$ cat src/rtl/sw_stream_pkg.sv
// Shared widths, FSM encoding and nucleotide codes
// for the FIFO-to-symbol read path.
package sw_stream_pkg;
  localparam int WORD_W = 128;
  localparam int SYM_W  = 2;
  localparam int LEN_W  = 32;
  localparam int SYMS_PER_WORD = WORD_W / SYM_W;

  typedef enum logic [2:0] {
    HDR_REQ,
    HDR_CAP,
    DAT_REQ,
    DAT_CAP,
    EMIT
  } unpk_state_e;

  typedef enum logic [1:0] {
    NUC_A = 2'd0,
    NUC_C = 2'd1,
    NUC_G = 2'd2,
    NUC_T = 2'd3
  } nuc_e;
endpackage

$ cat src/rtl/sym_shift_reg.sv
// Word-wide shift register, loads a FIFO word and
// drops one symbol off the bottom per shift.
module sym_shift_reg #(
  parameter int WORD_W = sw_stream_pkg::WORD_W,
  parameter int SYM_W  = sw_stream_pkg::SYM_W
) (
  input  logic              clk,
  input  logic              rst,
  input  logic              load,
  input  logic              shift,
  input  logic [WORD_W-1:0] din,
  output logic [SYM_W-1:0]  lsb
);
  logic [WORD_W-1:0] sr_q, sr_d;

  always_comb begin
    sr_d = sr_q;
    if (load)
      sr_d = din;
    else if (shift)
      sr_d = sr_q >> SYM_W;
  end

  always_ff @(posedge clk) begin
    if (!rst)
      sr_q <= '0;
    else
      sr_q <= sr_d;
  end

  assign lsb = sr_q[SYM_W-1:0];
endmodule

$ cat src/rtl/stream_symbol_unpacker.sv
// Pops header + payload words from the sync FIFO and
// streams 2-bit nucleotide symbols to the SW loader.
module stream_symbol_unpacker #(
  parameter int WORD_W = sw_stream_pkg::WORD_W,
  parameter int SYM_W  = sw_stream_pkg::SYM_W,
  parameter int LEN_W  = sw_stream_pkg::LEN_W
) (
  input  logic              clk,
  input  logic              rst,
  input  logic [WORD_W-1:0] fifo_dout,
  input  logic              fifo_empty,
  output logic              fifo_rd_en,
  output logic [SYM_W-1:0]  sym,
  output logic              sym_valid,
  input  logic              sym_ready,
  output logic              sym_last,
  output logic [LEN_W-1:0]  len,
  output logic              len_valid,
  output logic              busy
);
  import sw_stream_pkg::*;

  localparam int SPW  = WORD_W / SYM_W;
  localparam int RW_W = $clog2(SPW + 1);

  unpk_state_e      state_q, state_d;
  logic [LEN_W-1:0] len_q, len_d;
  logic [LEN_W-1:0] rem_total_q, rem_total_d;
  logic [RW_W-1:0]  rem_word_q, rem_word_d;
  logic             len_valid_q, len_valid_d;
  logic             busy_q, busy_d;
  logic             sr_load, sr_shift, hs;
  logic [LEN_W-1:0] hdr_n;
  logic             req_st;

  assign hdr_n  = fifo_dout[LEN_W-1:0];
  assign req_st = (state_q == HDR_REQ)
               || (state_q == DAT_REQ);
  // no pop while held in reset, so the FIFO is never drained blindly
  assign fifo_rd_en = rst && req_st && !fifo_empty;
  assign hs = (state_q == EMIT) && sym_ready;

  always_comb begin
    state_d     = state_q;
    len_d       = len_q;
    rem_total_d = rem_total_q;
    rem_word_d  = rem_word_q;
    len_valid_d = 1'b0;
    busy_d      = busy_q;
    sr_load     = 1'b0;
    sr_shift    = 1'b0;
    unique case (state_q)
      HDR_REQ: if (fifo_rd_en) state_d = HDR_CAP;
      HDR_CAP: begin
        len_d       = hdr_n;
        len_valid_d = 1'b1;
        rem_total_d = hdr_n;
        busy_d      = (hdr_n != '0);
        state_d     = (hdr_n != '0) ? DAT_REQ : HDR_REQ;
      end
      DAT_REQ: if (fifo_rd_en) state_d = DAT_CAP;
      DAT_CAP: begin
        sr_load = 1'b1;
        if (rem_total_q > LEN_W'(SPW))
          rem_word_d = RW_W'(SPW);
        else
          rem_word_d = rem_total_q[RW_W-1:0];
        state_d = EMIT;
      end
      EMIT: if (hs) begin
        sr_shift    = 1'b1;
        rem_total_d = rem_total_q - LEN_W'(1);
        rem_word_d  = rem_word_q - RW_W'(1);
        if (rem_total_q == LEN_W'(1)) begin
          state_d = HDR_REQ;
          busy_d  = 1'b0;
        end else if (rem_word_q == RW_W'(1)) begin
          state_d = DAT_REQ;
        end
      end
      default: state_d = HDR_REQ;
    endcase
  end

  always_ff @(posedge clk) begin
    if (!rst) begin
      state_q     <= HDR_REQ;
      len_q       <= '0;
      rem_total_q <= '0;
      rem_word_q  <= '0;
      len_valid_q <= 1'b0;
      busy_q      <= 1'b0;
    end else begin
      state_q     <= state_d;
      len_q       <= len_d;
      rem_total_q <= rem_total_d;
      rem_word_q  <= rem_word_d;
      len_valid_q <= len_valid_d;
      busy_q      <= busy_d;
    end
  end

  sym_shift_reg #(
    .WORD_W(WORD_W),
    .SYM_W (SYM_W)
  ) u_shreg (
    .clk  (clk),
    .rst  (rst),
    .load (sr_load),
    .shift(sr_shift),
    .din  (fifo_dout),
    .lsb  (sym)
  );

  assign sym_valid = (state_q == EMIT);
  assign sym_last  = sym_valid
                  && (rem_total_q == LEN_W'(1));
  assign len       = len_q;
  assign len_valid = len_valid_q;
  assign busy      = busy_q;
endmodule

$ cat config.mk
export PLATFORM = sky130hd
export DESIGN_NAME = stream_symbol_unpacker
export DESIGN_NICKNAME = d
export VERILOG_FILES = /design/src/rtl/sw_stream_pkg.sv /design/src/rtl/sym_shift_reg.sv /design/src/rtl/stream_symbol_unpacker.sv
export SDC_FILE = /design/constraint.sdc
export NUM_CORES = 1
export LEC_CHECK = 0
export CAP_MARGIN = 0
export CORE_AREA = 3 3 166 168
export CTS_CLUSTER_SIZE = 25
export DETAILED_ROUTE_END_ITERATION = 10
export DIE_AREA = 0 0 169 171
export GPL_TIMING_DRIVEN = 1
export PLACE_DENSITY = 0.67
export SETUP_SLACK_MARGIN = 0.05
export SKIP_LAST_GASP = 1
export SLEW_MARGIN = 20
export SYNTH_ARGS = -nofsm -noshare
export SYNTH_HDL_FRONTEND = slang
export SYNTH_HIERARCHICAL = 1
export SYNTH_SLANG_ARGS = --single-unit
$ cat constraint.sdc
create_clock -name clk -period 3.7 [get_ports clk]
set_clock_uncertainty 0.1 [all_clocks]
set_input_delay 0.74 -clock clk [delete_from_list [all_inputs] [get_ports clk]]
set_output_delay 0.74 -clock clk [all_outputs]
set_load 0.02 [all_outputs]
==> run notes <==
State of the implementation.

- The maximum VDD drop is ~0.29 mV, for reference.
- The cell count after placement is 1509, for reference.
- In this run the post-CTS setup repair buffer count came out at 0.
- Per the CTS log, the maximum H-tree level is 1.
- The total of buffers placed on input and output ports is 170, for reference.
- The slowest stage of the critical path belongs to the cell sky130_fd_sc_hd__or4b_4.
- The type of the most critical hold path is reg2reg, for reference.
- The simple-gate portion of the synthesized area is 18.8%, for reference.
- The highest-power group is sequential cells, for reference.
- In this run the count of I/O pins placed on the die edge is 171.
- Registers are responsible for between 40% and 50% of the overall power.
- Global routing put the most usage on met2.
- Buffers inserted to repair hold after CTS numbered 0.
- The multi-input gate share of total cell area is 44.3%, for reference.
- The met3 layer usage reported by global route is just under 3%, for reference.
- The class of the most critical setup path is reg2out, for reference.
- The tree is rooted in a sky130_fd_sc_hd__clkbuf_16.
- For the worst flop-to-flop path, the logic depth is 5.
- The register with the most flip-flops in the layout has 128 of them.
- The run finished with clean final reports.
- The most frequently used flop master after synthesis is sky130_fd_sc_hd__dfxtp_1, for reference.
- The horizontal die dimension is 169 µm, for reference.
- The worst slack at placement is 0.189 ns, for reference.
- The sequential cell count is 204, for reference.
- Overall routing resource usage recorded by global route was 17.8%.
- Per the final report, the share of cell area in non-clock buffers is 14.7%.
- The part of the power in the clock network is 42.6%, for reference.
- The TritonCTS buffer count is 24, for reference.
- After floorplanning, the core was divided into 59 placement rows.
- The total cell area at the placement stage is ~12000 µm², for reference.
- The warning total across the stage logs is 30, for reference.
- The final layout report lists a non-clock inverter count of 12.
- The number of different library cells used by synthesis comes to 65.
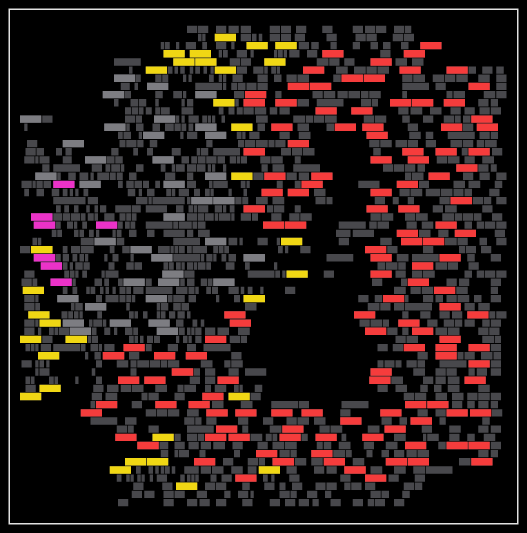
(sequential cells colored by netlist name)
(3 px per µm) Other sequential cells in the stronger gray, the rest of the logic in the fainter gray.
`rem_word_q`: shown in magenta, placed flops 7, where west. `u_shreg/sr_q`: shown in red, placed flops 128. `len`: shown in yellow, placed flops 32.
Post-Route Utilization: 49.9%
sequential cell area in the final layout: 4080 µm²
Seq/total area: 31.4%

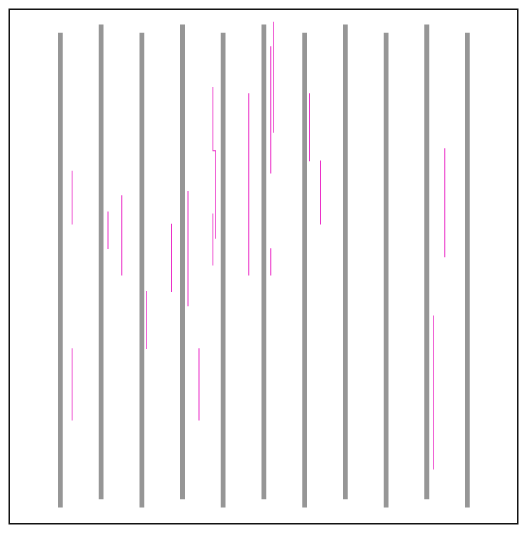
(metal 4)
(3 px per µm) Supply wires on this layer in gray.
The layer carries 531 µm of wire. The wires run mostly vertical. The longest straight run is 60.5 µm. The layer holds 2.0% of the routed length.
total routed wirelength: 27.0 mm
via count: 8388

Power figures rest on the tool's default switching activity, not on a simulated workload.
